**src/rtl/cpu_pkg.sv**
```systemverilog
// Shared encodings for the control unit, the memory arbiter and the ISR decoder.
package cpu_pkg;

   typedef enum logic [1:0] {
      IDLE   = 2'd0,
      ACCESS = 2'd1,
      DONE   = 2'd2
   } state_t;

   localparam logic GNT_CPU = 1'b0;
   localparam logic GNT_DMA = 1'b1;

   localparam logic READ  = 1'b1;
   localparam logic WRITE = 1'b0;

endpackage

```
**src/rtl/rr_arb2.sv**
```systemverilog
// Two-way round-robin pick: a lone request wins outright, a tie goes to the
// requester that did not win last time.
module rr_arb2
   import cpu_pkg::*;
(
   input  logic [1:0] req,
   input  logic       last_grant,
   output logic       valid,
   output logic       grant
);

   always_comb begin
      valid = |req;
      grant = GNT_CPU;
      if (req == 2'b11) begin
         grant = ~last_grant;
      end else if (req[1]) begin
         grant = GNT_DMA;
      end
   end

endmodule

```
**src/rtl/mem_bus_arbiter.sv**
```systemverilog
// Shares single-port main memory between the CPU and one DMA requester and
// sequences each transaction (strobe, wait states, timeout, one-cycle ack).
module mem_bus_arbiter
   import cpu_pkg::*;
#(
   parameter int ADDR_W   = 8,
   parameter int DATA_W   = 8,
   parameter int WAIT_CYC = 1,
   parameter int TIMEOUT  = 15
) (
   input  logic              clk,
   input  logic              reset_n,
   input  logic              cpu_req,
   input  logic              cpu_we,
   input  logic [ADDR_W-1:0] cpu_addr,
   input  logic [DATA_W-1:0] cpu_wdata,
   output logic              cpu_ack,
   input  logic              dma_req,
   input  logic              dma_we,
   input  logic [ADDR_W-1:0] dma_addr,
   input  logic [DATA_W-1:0] dma_wdata,
   output logic              dma_ack,
   output logic [DATA_W-1:0] rdata,
   output logic              err,
   output logic              mem_req_n,
   output logic              mem_r_w_n,
   output logic [ADDR_W-1:0] mem_addr,
   output logic [DATA_W-1:0] mem_wdata,
   input  logic [DATA_W-1:0] mem_rdata,
   input  logic              mem_rdy
);

   localparam logic [7:0] WAIT_V = 8'(WAIT_CYC);
   localparam logic [7:0] TMO_V  = 8'(TIMEOUT);

   state_t     state;
   state_t     state_next;
   logic [7:0] cnt;
   logic       winner;
   logic       last_grant;
   logic       arb_valid;
   logic       arb_grant;
   logic       complete;
   logic       timeout;

   rr_arb2 u_arb (
      .req        ({dma_req, cpu_req}),
      .last_grant (last_grant),
      .valid      (arb_valid),
      .grant      (arb_grant)
   );

   // A ready that arrives on the timeout cycle still counts as completion.
   always_comb begin
      complete   = (state == ACCESS) && (cnt >= WAIT_V) && mem_rdy;
      timeout    = (state == ACCESS) && !complete && (cnt == TMO_V);
      state_next = state;
      case (state)
         IDLE:    if (arb_valid) state_next = ACCESS;
         ACCESS:  if (complete || timeout) state_next = DONE;
         DONE:    state_next = IDLE;
         default: state_next = IDLE;
      endcase
   end

   always_ff @(posedge clk or negedge reset_n) begin
      if (!reset_n) begin
         state      <= IDLE;
         cnt        <= '0;
         winner     <= GNT_CPU;
         last_grant <= GNT_DMA;
         cpu_ack    <= 1'b0;
         dma_ack    <= 1'b0;
         err        <= 1'b0;
         rdata      <= '0;
         mem_req_n  <= 1'b1;
         mem_r_w_n  <= READ;
         mem_addr   <= '0;
         mem_wdata  <= '0;
      end else begin
         state   <= state_next;
         cpu_ack <= 1'b0;
         dma_ack <= 1'b0;
         err     <= 1'b0;
         case (state)
            IDLE: begin
               if (arb_valid) begin
                  winner    <= arb_grant;
                  cnt       <= '0;
                  mem_req_n <= 1'b0;
                  if (arb_grant == GNT_DMA) begin
                     mem_r_w_n <= dma_we ? WRITE : READ;
                     mem_addr  <= dma_addr;
                     mem_wdata <= dma_wdata;
                  end else begin
                     mem_r_w_n <= cpu_we ? WRITE : READ;
                     mem_addr  <= cpu_addr;
                     mem_wdata <= cpu_wdata;
                  end
               end
            end
            ACCESS: begin
               if (complete || timeout) begin
                  mem_req_n  <= 1'b1;
                  mem_r_w_n  <= READ;
                  cpu_ack    <= (winner == GNT_CPU);
                  dma_ack    <= (winner == GNT_DMA);
                  err        <= timeout;
                  last_grant <= winner;
                  if (timeout) begin
                     rdata <= '0;
                  end else if (mem_r_w_n == READ) begin
                     rdata <= mem_rdata;
                  end
               end else begin
                  cnt <= cnt + 8'd1;
               end
            end
            default: begin
            end
         endcase
      end
   end

endmodule
```
**config.mk**
```make
export PLATFORM = sky130hd
export DESIGN_NAME = mem_bus_arbiter
export DESIGN_NICKNAME = d
export VERILOG_FILES = /design/src/rtl/cpu_pkg.sv /design/src/rtl/rr_arb2.sv /design/src/rtl/mem_bus_arbiter.sv
export SDC_FILE = /design/constraint.sdc
export NUM_CORES = 1
export LEC_CHECK = 0
export CORE_MARGIN = 2
export CORE_UTILIZATION = 43
export CTS_CLUSTER_SIZE = 8
export DETAILED_ROUTE_END_ITERATION = 6
export GPL_TIMING_DRIVEN = 0
export PLACE_DENSITY = 0.8
export SYNTH_ARGS = -nofsm -noshare
export SYNTH_HDL_FRONTEND = slang
export SYNTH_SLANG_ARGS = --single-unit
```
**constraint.sdc**
```tcl
create_clock -name clk -period 2.15 [get_ports clk]
set_input_delay 0.215 -clock clk [delete_from_list [all_inputs] [get_ports clk]]
set_output_delay 0.215 -clock clk [all_outputs]
set_load 0.01 [all_outputs]
```
==> impl_metrics.py, run 1 <==
# Auto-generated metrics
metrics = {
    "layout": {
        "lay_top_cells": "74 x clkdlybuf4s50_1, 37 x dfrtp_1, 27 x nand2_1",
        "fill_cells": 335,
        "layout-drive-gt1-share": 0.0913,
        "diodes": 0,
        "regArea_sq_um": 1030,
        "nNonClkBuffers": 81,
        "logic_gate_count": 119,
        "dominant_cells": "registers",
        "comb_area_share": 0.285,
        "syn_to_final_growth_pct": 50.7,
        "clkCellAreaFrac": 0.0430,
        "nNonClkInverters": 3,
        "comb_area_sq_um": 795,
        "final_nets": 301,
        "flops": 41,
    },
    "yosys": {
        "yosysWarnings": 0,
        "syn_area_sq_um": 1850,
        "synth-simple-area-share": 0.142,
        "synth_cells": 169,
        "ys_sh_aoi": 0.130,
        "xor_area_frac": 0.00946,
        "synth.distinct_cells": 34,
        "logic_family": "simple AND/OR/NAND/NOR gates",
        "fp_nets": 219,
        "syn_area_per_cell_sq_um": 11.0,
        "ys_area_sq_um": 1850,
        "mux_area_frac": 0.122,
    },
    "timing": {
        "worstMarginPinSlew_ps": 884,
        "max_freq_ghz": 0.487,
        "period_needed_ps": 2050,
        "rsz0062_at_grt": "no",
        "finalHoldViolCount": 0,
        "drv_slew": 0,
        "slew_headroom": 0.411,
        "fin_ws_ps": 95.7,
    },
    "critical_path": {
        "startpoint_type": "flip-flop",
        "crit_path_cell_trace": "ha_1, or4b_4, a211o_1, a21o_2, a22o_1",
        "cp.depth": 5,
        "cp_slowest_stage_delay_ps": 510,
        "endpoint_kind": "flip-flop",
        "rr_startpoint": "cnt[0]",
        "crit_type": "reg2reg",
        "arrival_ps": 2240,
        "reg2reg_depth": 5,
        "critPathSlowestCell": "or4b_4",
        "critPathBufInv": 0,
        "r2r_setup_slack_ps": 100,
        "endpoint": "rdata[5]",
        "cp.required_ps": 2330,
        "timing.rr.end": "rdata[5]",
    },
    "drt": {
        "via_per_inst": 5.13,
        "route.met2.wl_um": 1870,
        "drtAntennaViolNets": 0,
        "wl_per_cell_um": 13.5,
        "wl_met1_um": 1790,
        "top_layer": "met4",
    },
    "global_routing": {
        "grt_pass1_wl_um": 7110,
        "grt_pass1_vias": 1569,
        "grt_util_all_layers": 0.183,
        "busiest_layer": "met2",
        "grt_max_degree": 42,
        "gr-total-overflow": 0,
    },
    "power_and_ir_drop": {
        "irDropWorstVdd_uv": 846,
        "p_leak_nw": 1.24,
        "p_per_area_nw_per_um2": 1240,
        "power.total_mw": 3.45,
    },
    "floorplan": {
        "io_pins": 76,
        "fp_util": 0.453,
        "n_tap_cell": 50,
        "fp.coreArea_sq_um": 4090,
        "die_h_um": 69.6,
        "die_width_um": 69.6,
        "chip_area_sq_um": 4850,
    },
    "cts": {
        "clk_pin_slew_ps": 80,
        "root_buffer": "clkbuf_8",
        "cts_tree": "done",
        "cts_buffers": 5,
        "clock_latency_ps": 290,
        "htreeDepth": 2,
        "clock_sinks": 41,
    },
    "placed_design": {
        "hpwl_um": 2980,
        "routabilityCongestion": 0.852,
        "dp_slack_ps": 71.8,
        "dp_cells": 294,
    },
    "worst_hold_path": {
        "hp-class": "in2async",
    },
    "run": {
        "tool_warnings": 28,
        "maxCapViolations": 0,
    },
    "status": {
        "status": "finished clean",
    },
}
-- run 1: state kept, by name (all words and copies together) (netlist names) --
name / count
cnt: 8
mem_addr: 8
mem_wdata: 8
rdata: 8
state: 2
cpu_ack: 1
dma_ack: 1
err: 1
last_grant: 1
mem_r_w_n: 1
mem_req_n: 1
winner: 1
-- run 1: repair_timing --
action | CTS | global route
hold buffers | 0 | 0
setup endpoints to repair | 0 | 9
setup buffers | 0 | 0
resized | 0 | 3
-- run 1: through the flow --
step	setup TNS [ps]	instance area (sq um)	hold WS, ps	util
final	0	2790	24.0	0.683
after global routing	0	2790	130	0.683
after CTS	0	2780	70.8	0.680
after detailed placement	0	2660	391	0.651
after global placement	-5070	2670	449	0.652
after floorplan	0	1850	-80.6	-
-- run 1: cell usage after synthesis (all sizes together) --
library cell / instances / share of area
nand2: 27 / 0.055
or4: 3 / 0.014
clkbuf: 4 / 0.0081
and2: 1 / 0.0041
a22o: 9 / 0.043
o21a: 2 / 0.0081
nand3: 5 / 0.014
inv: 3 / 0.0061
a21oi: 1 / 0.0027
nor4bb: 1 / 0.0054
mux2: 2 / 0.014
or4b: 1 / 0.0074
mux2i: 20 / 0.11
dfstp: 3 / 0.043
nand2b: 1 / 0.0034
o21ai: 20 / 0.056
nor2: 10 / 0.020
buf: 2 / 0.0054
nor3: 2 / 0.0054
dfrtp: 38 / 0.51
a21boi: 1 / 0.0041
ha: 3 / 0.020
nor2b: 1 / 0.0034
and3: 2 / 0.0068
o211ai: 2 / 0.0081
a21o: 1 / 0.0041
xor2: 2 / 0.0095
a211o: 1 / 0.0047
nor4: 1 / 0.0034
-- run 1: power by group --
group          internal (mW)  switching (mW)  total, mW
Combinational          0.817           0.700       1.52
Sequential              1.10           0.184       1.29
Clock                  0.378           0.271      0.648
Total                   2.30            1.15       3.45
**Run 1: metal 1**

Scale bar: 20 um. Supply wires on this layer in gray.
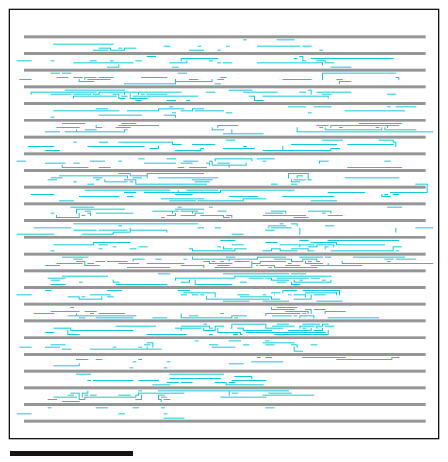
wire length on this layer	1790 um
nets with wire on the layer	252
main direction	horizontal
M1 GR Usage: 0.244
Via Count: 1548

**Run 1: metal 2**

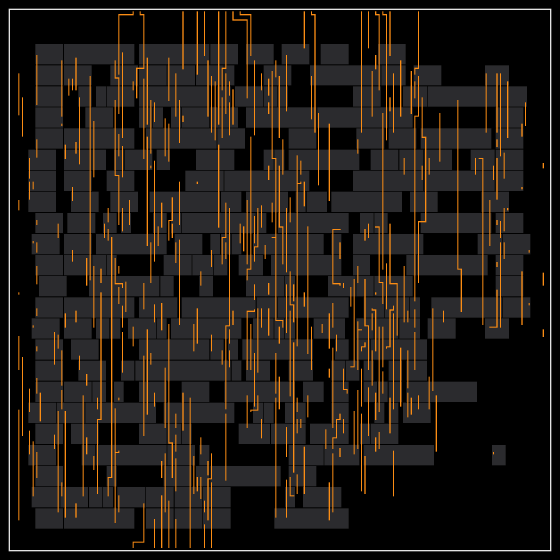
nets with wire on the layer	245
wire length on this layer	1870 um
longest straight run	30.9 um
main direction	vertical
share of all routed wire	46%
M2 GR Usage: 0.281
Detailed Route WL: 4070 um

**Run 1: met3 routing**

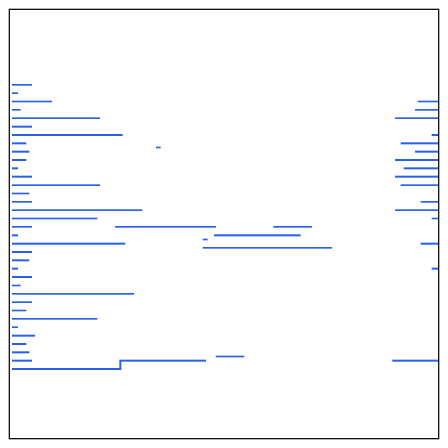
longest straight run	20.9 um
wire length on this layer	354 um
main direction	horizontal
met3 Use GR: 0.0596

==> inputs of run 2 (changes only) <==
==> constraint.sdc (replaced) <==
create_clock -name clk -period 2.1 [get_ports clk]
set_input_delay 0.21 -clock clk [delete_from_list [all_inputs] [get_ports clk]]
set_output_delay 0.21 -clock clk [all_outputs]
set_load 0.01 [all_outputs]
==> run 2 against run 1 <==
Effect of this change: utilization increased by 0.52 points; power increased by 3.2%; worst setup slack got worse by 41 ps; area after synthesis unchanged; fmax increased by 0.44%; clock power increased by 2%; combinational power increased by 4%; synthesized cell count unchanged.
==> impl_metrics.py, run 2 <==
# Auto-generated metrics
metrics = {
    "yosys": {
        "yosys-top-cells-area": "dfrtp_1 51%, mux2i_1 11%, nand2_1 5.5%",
        "synth.distinct_cells": 34,
        "fp_nets": 219,
        "synth.most_common_cell": "dfrtp_1",
        "xor_area_frac": 0.00946,
        "ys_area_sq_um": 1850,
        "ys_sh_aoi": 0.130,
        "ys_async_sr_fraction": 1.00,
        "top_area_cell": "dfrtp_1",
        "synth-edff-count": 0,
        "syn_area_per_cell_sq_um": 11.0,
        "mux_area_frac": 0.122,
        "synth_cells": 169,
        "yosysWarnings": 0,
    },
    "global_routing": {
        "grt_pass1_wl_um": 7110,
        "grt_pass1_vias": 1569,
        "gr-total-overflow": 0,
    },
    "drt": {
        "route.met2.wl_um": 1880,
        "top_layer": "met4",
        "wirelength_um": 4070,
        "via_per_inst": 5.15,
        "drtAntennaViolNets": 0,
        "wl_per_cell_um": 13.4,
        "wl_met1_um": 1790,
        "vias": 1565,
    },
    "power_and_ir_drop": {
        "seqPwrFrac": 0.370,
        "irDropWorstVdd_uv": 861,
        "power.total_mw": 3.56,
        "p_switching_mw": 1.19,
        "switching_share": 0.333,
        "p_per_area_nw_per_um2": 1270,
        "p_int_mw": 2.38,
        "p_leak_nw": 1.25,
        "p_clk_frac": 0.186,
    },
    "critical_path": {
        "arrival_ps": 2270,
        "crit_type": "reg2reg",
        "crit_path_cell_trace": "ha_1, or4b_4, o21a_1, o21ai_4, inv_2, mux2_4",
        "critPathSlowestCell": "or4b_4",
        "critPathBufInv": 1,
    },
    "layout": {
        "syn_to_final_growth_pct": 51.8,
        "lay_top_cells": "74 x clkdlybuf4s50_1, 37 x dfrtp_1, 27 x nand2_1",
        "final_nets": 303,
        "fin_area_sq_um": 2810,
        "layout-drive-gt1-share": 0.0984,
    },
    "cts": {
        "cts_buffers": 5,
        "htreeDepth": 2,
        "cts_tree": "done",
        "root_buffer": "clkbuf_8",
        "post_cts_resized": 0,
    },
    "floorplan": {
        "die_width_um": 69.6,
        "fp.coreArea_sq_um": 4090,
        "chip_area_sq_um": 4850,
        "io_pins": 76,
    },
    "timing": {
        "max_freq_ghz": 0.489,
        "finalSetupTns_ps": 0,
        "holdWs_ps": 27.3,
        "finalHoldViolCount": 0,
        "worstMarginPinSlew_ps": 884,
        "rsz0062_at_grt": "no",
        "fin_ws_ps": 54.7,
        "period_needed_ps": 2050,
    },
    "status": {
        "status": "finished clean",
    },
    "worst_hold_path": {
        "hp-class": "in2async",
    },
    "run": {
        "tool_warnings": 28,
    },
    "placed_design": {
        "hpwl_um": 2980,
        "dp_cells": 294,
    },
}
==> run 2: netlist changes by cell type in the layout (fill, tap and decap cells not counted), sizes merged <==
cell and change:
buf +2
==> run 2: routing by layer <==
| metal | up-vias | GRT usage |
|---|---|---|
| met3 | 6 | 0.0596 |
| met5 | - | 0 |
| met4 | 0 | 0.0620 |
| met1 | 731 | 0.244 |
| li1 | 765 | - |
| met2 | 63 | 0.281 |
==> run 2: worst paths after layout <==
| path | from | to | slack [ps] | cells after the start |
|---|---|---|---|---|
| setup / recovery | cnt[0] | last_grant | 50 | 6 |
| hold / removal | reset_n | cnt[3] | 30 | 1 |
| setup reg to reg | cnt[0] | last_grant | 50 | 6 |
| hold reg to reg | mem_req_n | mem_req_n | 460 | 2 |
| max in group asynchronous | reset_n | cnt[0] | 1470 | 1 |
| min in group clk | mem_req_n | mem_req_n | 460 | 2 |
==> run 2: kinds of logic (layout without fill, tap and decap cells) <==
family                     Yosys count  count (layout)
and+or+nand+nor                     55              55
DFF                                 41              41
AOI/OAI and AO/OA                   37              37
muxes                               22              22
buffers and inverters                9              94
adders and majority gates            3               3
xor gates and xnor gates             2               2
==> run 2: power by group through the flow <==
stage / Sequential (mW) / Combinational, mW / Clock [mW]
2_1_floorplan: 1.43 / 0.665 / 0
4_1_cts: 1.32 / 1.57 / 0.678
3_3_place_gp: 1.32 / 1.53 / 0
5_1_grt: 1.36 / 1.75 / 0.701
3_5_place_dp: 1.33 / 1.56 / 0
6_report: 1.32 / 1.58 / 0.661
==> run 2: area by class of cell <==
type	count	area, sq um
clock inverters	2	37.5
clock buffers	6	82.6
well taps	50	62.6
inverters	3	11.3
plain buffers	6	25.0
fillers	331	1270
repair buffers	77	761
multi-input cells	119	801
flip-flops and latches	41	1030
**Run 2: routing congestion map**

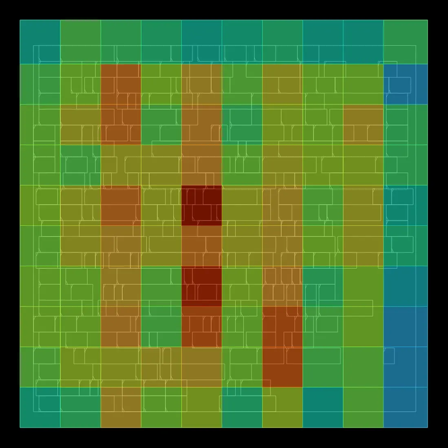
GR Util All Layers: 0.183
Core Util, Final: 0.688

**Run 2: metal 1**

Scale bar: 20 um. Supply wires on this layer in gray.
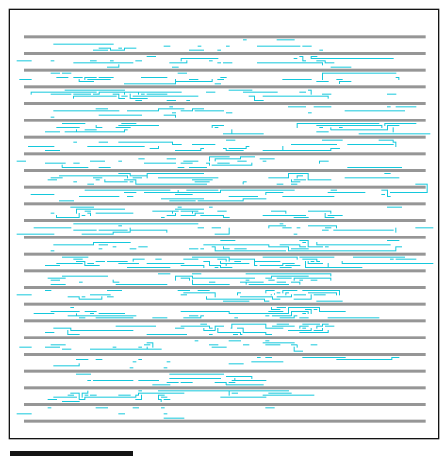
main direction	horizontal
nets with wire on the layer	252
wire length on this layer	1790 um
longest straight run	21.2 um

No activity file was given, so power comes from the tool's default toggle rates.
